==> config.mk <==
export PLATFORM = sky130hd
export DESIGN_NAME = mem_port_arbiter
export DESIGN_NICKNAME = d
export VERILOG_FILES = /design/src/rtl/mem_port_arbiter.sv
export SDC_FILE = /design/constraint.sdc
export NUM_CORES = 1
export LEC_CHECK = 0
export ABC_AREA = 1
export ABC_CLOCK_PERIOD_IN_PS = 6200
export CAP_MARGIN = 20
export CORE_MARGIN = 8
export CORE_UTILIZATION = 42
export DETAILED_ROUTE_END_ITERATION = 7
export HOLD_SLACK_MARGIN = 0.06
export PLACE_DENSITY_LB_ADDON = 0.12
export SYNTH_ARGS = -nofsm -noshare
export SYNTH_HDL_FRONTEND = slang
export SYNTH_SLANG_ARGS = --single-unit
==> constraint.sdc <==
create_clock -name clk -period 6.2 [get_ports clk]
set_clock_uncertainty 0.05 [all_clocks]
set_input_delay 0.93 -clock clk [delete_from_list [all_inputs] [get_ports clk]]
set_output_delay 0.93 -clock clk [all_outputs]
set_load 0.01 [all_outputs]
Run 1, clock wires, drivers and flops:
Scale bar: 50 um.
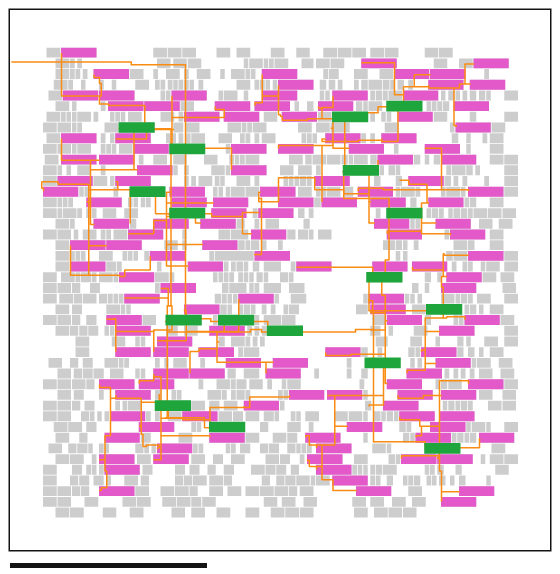
Key: cells driving clock nets = green [count 17]; flip-flops = magenta [count 145]; clock wires = orange [length 1830 um]
There are 18 routed clock nets.
Skew-Pair Late Insertion Delay: 0.41 ns
clock share of power: 20.9%
clock group power: 0.896 mW

Run 1, pin placement:
Pins as bars across the die edge, other pins in gray.
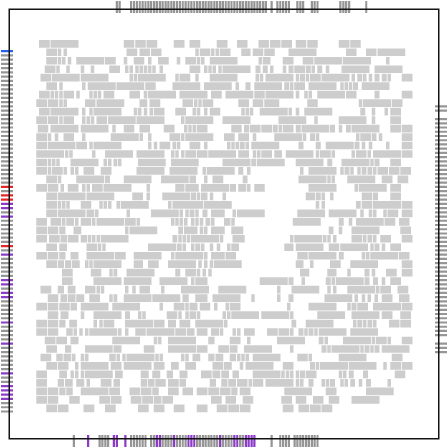
Key: mem_addr = purple [pins 32, direction output, edge 17 bottom, 15 left]; ls_be = red [pins 4, direction input, edge left]; clk = blue [pins 1, direction input, edge left]
All pins by edge: 86 left, 67 top, 66 bottom, 57 right.
number of port buffers: 275
chip width: 137 um
DIE HEIGHT: 137 um

Run 1, register map, names as in the netlist:
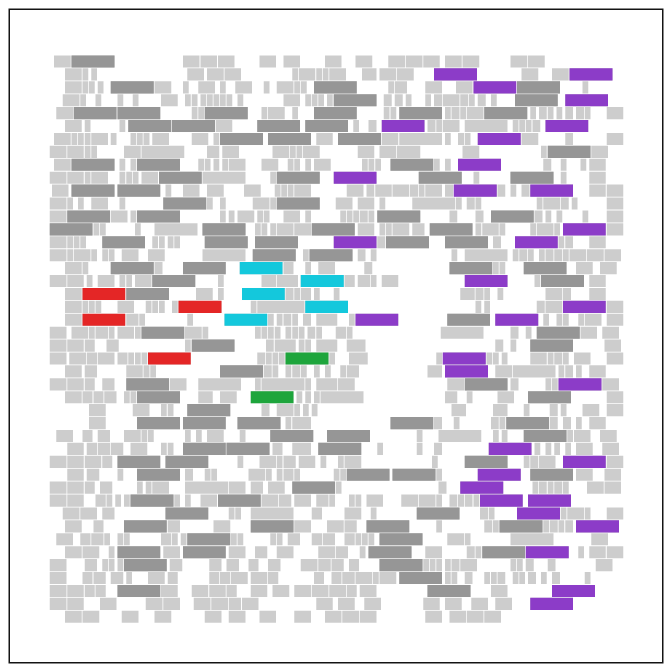
Key: mem_be = red [flops 4, where middle left]; if_rdata = purple [flops 32]; cnt = cyan [flops 5, where center]; state = green [flops 2]
total sequential power: 1.55 mW
Storage cell area: 3630 um2

==> impl_metrics.env, run 1 <==
# source this file to load flow results
export IMPL_swShare_pct=35.4
export IMPL_yosys_stat_cells=686
export IMPL_cts_made_buffers=17
export IMPL_top_area_cell="dfrtp_1"
export IMPL_clk_pin_slew_ns=0.06
export IMPL_top_cell="nand2_1"
export IMPL_wirelength_um=19000
export IMPL_top_layer_used="met4"
export IMPL_hold_class="reg -> reg"
export IMPL_ys_types=25
export IMPL_seq_cells=145
export IMPL_crit_chain="clkdlybuf4s50_1 > nor2_4 > nor2_4 > inv_2 > buf_16 > nand2_1 > nand2_1"
export IMPL_fin_crit_ns=3.54
export IMPL_p_seq_share_pct=36.0
export IMPL_finalNetCount=1087
export IMPL_gr_usage_met2_pct=33.3
export IMPL_antenna_cells=0
export IMPL_comb_area_um2=2200
export IMPL_p_int_mw=2.77
export IMPL_cts_root_buf="clkbuf_16"
export IMPL_syn_area_per_cell_um2=9.01
export IMPL_gp_congestion=0.784
export IMPL_p_comb_mw=1.85
export IMPL_grt_pass1_wl_um=29800
export IMPL_grt_overflow=0
export IMPL_p_per_area_nw_per_um2=453
export IMPL_use_met3_pct=8.24
export IMPL_synth_adder_area_share_pct=1.01
export IMPL_r2r_slack_ns=3.62
export IMPL_num_io_pins=276
export IMPL_fin_util_pct=65.4
export IMPL_initial_utilization_pct=42.7
export IMPL_finalSetupViolations=0
export IMPL_drt_initial_drc_count=298
export IMPL_layout_top_cells="309 x nand2_1, 275 x clkdlybuf4s50_1, 145 x dfrtp_1"
export IMPL_hold_depth=2
export IMPL_dominant_cells="registers"
export IMPL_synth_seq_share_pct=58.7
export IMPL_finalInstanceArea_um2=9470
export IMPL_setup_slack_ns=2.66
export IMPL_fillCellCount=1154
export IMPL_row_count=44
export IMPL_hold_buffers=0
export IMPL_synth_nets=829
export IMPL_rsz0062_at_grt="no"
export IMPL_grt_total_usage_pct=20.4
export IMPL_seq_cell_share_pct=38.3
export IMPL_post_dp_hpwl_um=13500
export IMPL_drc_errors=0
export IMPL_synthAoiAreaFrac_pct=7.37
export IMPL_cpMaxStageDelayCell="clkdlybuf4s50_1"
export IMPL_cts_repair_resized=0
export IMPL_whs_ns=0.416
export IMPL_simple_gate_area_share_pct=27.1
export IMPL_inv_count=20
export IMPL_buffers=280
export IMPL_ys_ff=145
export IMPL_crit_fanout=38
export IMPL_synth_top_area_share_pct=58.7
export IMPL_status="completed"
export IMPL_tns_ns=0
export IMPL_fin_cells=1139
export IMPL_crit_cells=7
export IMPL_r2r_cells=8
export IMPL_vdd_drop_max_mv=0.192
export IMPL_start_kind="input port"
export IMPL_tightest_slew_ns=1.02
export IMPL_common_cells="309 x nand2_1, 145 x dfrtp_1, 34 x nand3_1"
export IMPL_switchingPower_mw=1.52
export IMPL_drt_met1_wl_um=7300
export IMPL_fin_crit_sh_pct=57.1
export IMPL_clk_share_pct=5.41
export IMPL_logic_gate_count=480
export IMPL_ant_nets=0
export IMPL_met2_length_um=9220
export IMPL_synth_chip_area_um2=6180
export IMPL_routedWlPerCell_um=16.7
export IMPL_cts_tree="done"
export IMPL_ys_sh_xor_pct=0.142
export IMPL_syn_inst=686
export IMPL_critPathCaptureType="flop"
export IMPL_path_class="in -> reg"
export IMPL_h_tree_depth=4
export IMPL_post_cts_repair_setup_buffers=0
export IMPL_drv_cap=0
export IMPL_use_met1_pct=23.1
export IMPL_viasPerCell=4.88
export IMPL_ys_flop_type="dfrtp_1"
export IMPL_yosysWarnings=0
export IMPL_fmax_mhz=283
export IMPL_antenna_found_initial=0
export IMPL_crit_buf_inv=3
export IMPL_syn_area_um2=6180
export IMPL_top_usage_layer="met2"
export IMPL_ys_sh_mux_pct=0
Run 1, congestion heat map:
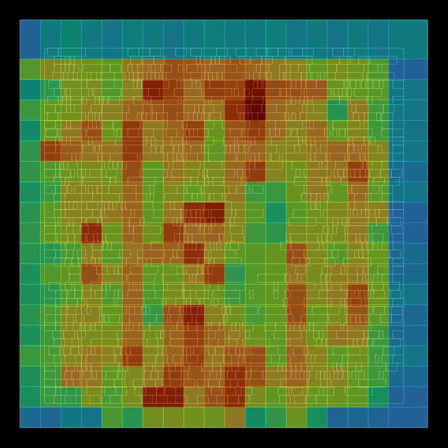

## Run 2: what changed since run 1
--- a/config.mk
+++ b/config.mk
@@ -6,10 +6,10 @@
 export NUM_CORES = 1
 export LEC_CHECK = 0
 export ABC_AREA = 1
-export ABC_CLOCK_PERIOD_IN_PS = 6200
+export ABC_CLOCK_PERIOD_IN_PS = 3000
 export CAP_MARGIN = 20
 export CORE_MARGIN = 8
-export CORE_UTILIZATION = 42
+export CORE_UTILIZATION = 38
 export DETAILED_ROUTE_END_ITERATION = 7
 export HOLD_SLACK_MARGIN = 0.06
 export PLACE_DENSITY_LB_ADDON = 0.12
==> constraint.sdc (replaced) <==
create_clock -name clk -period 3 [get_ports clk]
set_clock_uncertainty 0.05 [all_clocks]
set_input_delay 0.45 -clock clk [delete_from_list [all_inputs] [get_ports clk]]
set_output_delay 0.45 -clock clk [all_outputs]
set_load 0.01 [all_outputs]
Run 2, congestion heat map:
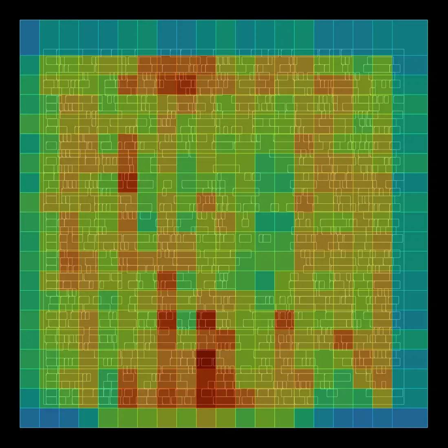
WL per Instance: 16.1 um
GR peak layer: met2
GR Util met3: 7.93%
Total GRT Usage: 18.7%
met1 Resource Use GR: 22.6%

==> run 2 against run 1 <==
Worst setup slack got worse by 1.7 ns. Worst hold slack got worse by 0.14 ns. Register-to-register slack lost 2.7 ns. Global-route usage down 1.7 points. Cell count grew 3.4%. Clock power grew 130%. Routed wire length about the same. Sequential share of layout area decreased by 0.60 points. Combinational power up 110%. Critical path depth unchanged. Non-clock buffer count up 6. Critical endpoint is now ls_rsp_err$_DFFE_PP0P_. Largest cell class unchanged. Largest power group unchanged. Highest routed layer unchanged.
==> impl_metrics.env, run 2 <==
# source this file to load flow results
export IMPL_critPathCaptureType="flop"
export IMPL_path_class="reg -> reg"
export IMPL_port_buffers=275
export IMPL_regArea_um2=3630
export IMPL_synth_top_area_share_pct=58.7
export IMPL_drt_initial_drc_count=266
export IMPL_switchingPower_mw=3.12
export IMPL_drt_met1_wl_um=7830
export IMPL_common_cells="309 x nand2_1, 145 x dfrtp_1, 34 x nand3_1"
export IMPL_synth_seq_share_pct=58.7
export IMPL_cts_root_buf="clkbuf_16"
export IMPL_seq_cells=145
export IMPL_layout_top_cells="309 x nand2_1, 275 x clkdlybuf4s50_1, 145 x dfrtp_1"
export IMPL_antenna_found_initial=1
export IMPL_p_comb_mw=3.84
export IMPL_dominant_cells="registers"
export IMPL_drv_cap=0
export IMPL_met2_length_um=8750
export IMPL_dieWidth_um=144
export IMPL_syn_area_per_cell_um2=9.01
export IMPL_hold_buffers=0
export IMPL_finalSetupViolations=0
export IMPL_fmax_mhz=486
export IMPL_synth_adder_area_share_pct=1.01
export IMPL_fin_util_pct=60.5
export IMPL_finalNetCount=1093
export IMPL_gp_congestion=0.769
export IMPL_buffers=286
export IMPL_gr_usage_met2_pct=29.5
export IMPL_cpMaxStageDelayCell="inv_2"
export IMPL_cts_repair_resized=0
export IMPL_post_cts_repair_setup_buffers=0
export IMPL_clkPwrFrac_pct=22.4
export IMPL_ys_sh_xor_pct=0.142
export IMPL_grt_overflow=0
export IMPL_crit_chain="ha_1 > and3_1 > ha_1 > nor2_4 > nor2_4 > inv_2 > o21ai_0"
export IMPL_synth_edff_count=0
export IMPL_yosys_stat_cells=686
export IMPL_syn_inst=686
export IMPL_initial_utilization_pct=38.9
export IMPL_top_area_cell="dfrtp_1"
export IMPL_p_seq_mw=3.17
export IMPL_syn_area_um2=6180
export IMPL_ys_types=25
export IMPL_yosysWarnings=0
export IMPL_crit_buf_inv=1
export IMPL_tns_ns=0
export IMPL_ys_sh_mux_pct=0
export IMPL_hold_viol_final=0
export IMPL_clk_pin_slew_ns=0.06
export IMPL_synth_chip_area_um2=6180
export IMPL_logic_gate_count=480
export IMPL_grt_pass1_wl_um=30000
export IMPL_viasPerCell=4.58
export IMPL_ys_ff=145
export IMPL_tightest_slew_ns=0.649
export IMPL_antenna_cells=1
export IMPL_clk_latency_ns=0.41
export IMPL_synth_nets=829
export IMPL_clk_share_pct=5.82
export IMPL_wl_met3_um=2070
export IMPL_ant_nets=0
export IMPL_seq_cell_share_pct=37.7
export IMPL_fin_crit_ns=2.06
export IMPL_crit_fanout=34
export IMPL_top_layer_used="met4"
export IMPL_setup_slack_ns=0.944
export IMPL_taps=216
export IMPL_hold_class="in -> async"
export IMPL_h_tree_depth=4
export IMPL_simple_gate_area_share_pct=27.1
export IMPL_p_int_mw=5.92
export IMPL_swShare_pct=34.5
export IMPL_synthAoiAreaFrac_pct=7.37
export IMPL_die_h_um=144
export IMPL_fillCellCount=1427
export IMPL_cts_made_buffers=17
export IMPL_grt_start_max_net_pins=119
export IMPL_fin_cells=1178
export IMPL_place_inst=1147
export IMPL_rsz0062_at_grt="no"
export IMPL_drc_errors=0
export IMPL_clk_path_buf_depth=2
export IMPL_pg_clk_mw=2.02
export IMPL_start_kind="flop"
export IMPL_crit_cells=7
export IMPL_inv_count=20
export IMPL_fin_crit_sh_pct=68.5
export IMPL_num_io_pins=276
export IMPL_whs_ns=0.273
export IMPL_finalInstanceArea_um2=9620
export IMPL_row_count=46
export IMPL_r2r_cells=7
export IMPL_status="completed"
export IMPL_p_seq_share_pct=35.0
export IMPL_wirelength_um=19000
export IMPL_top_cell="nand2_1"
export IMPL_core_um2=15900
Power is estimated from default activity; no workload was simulated.
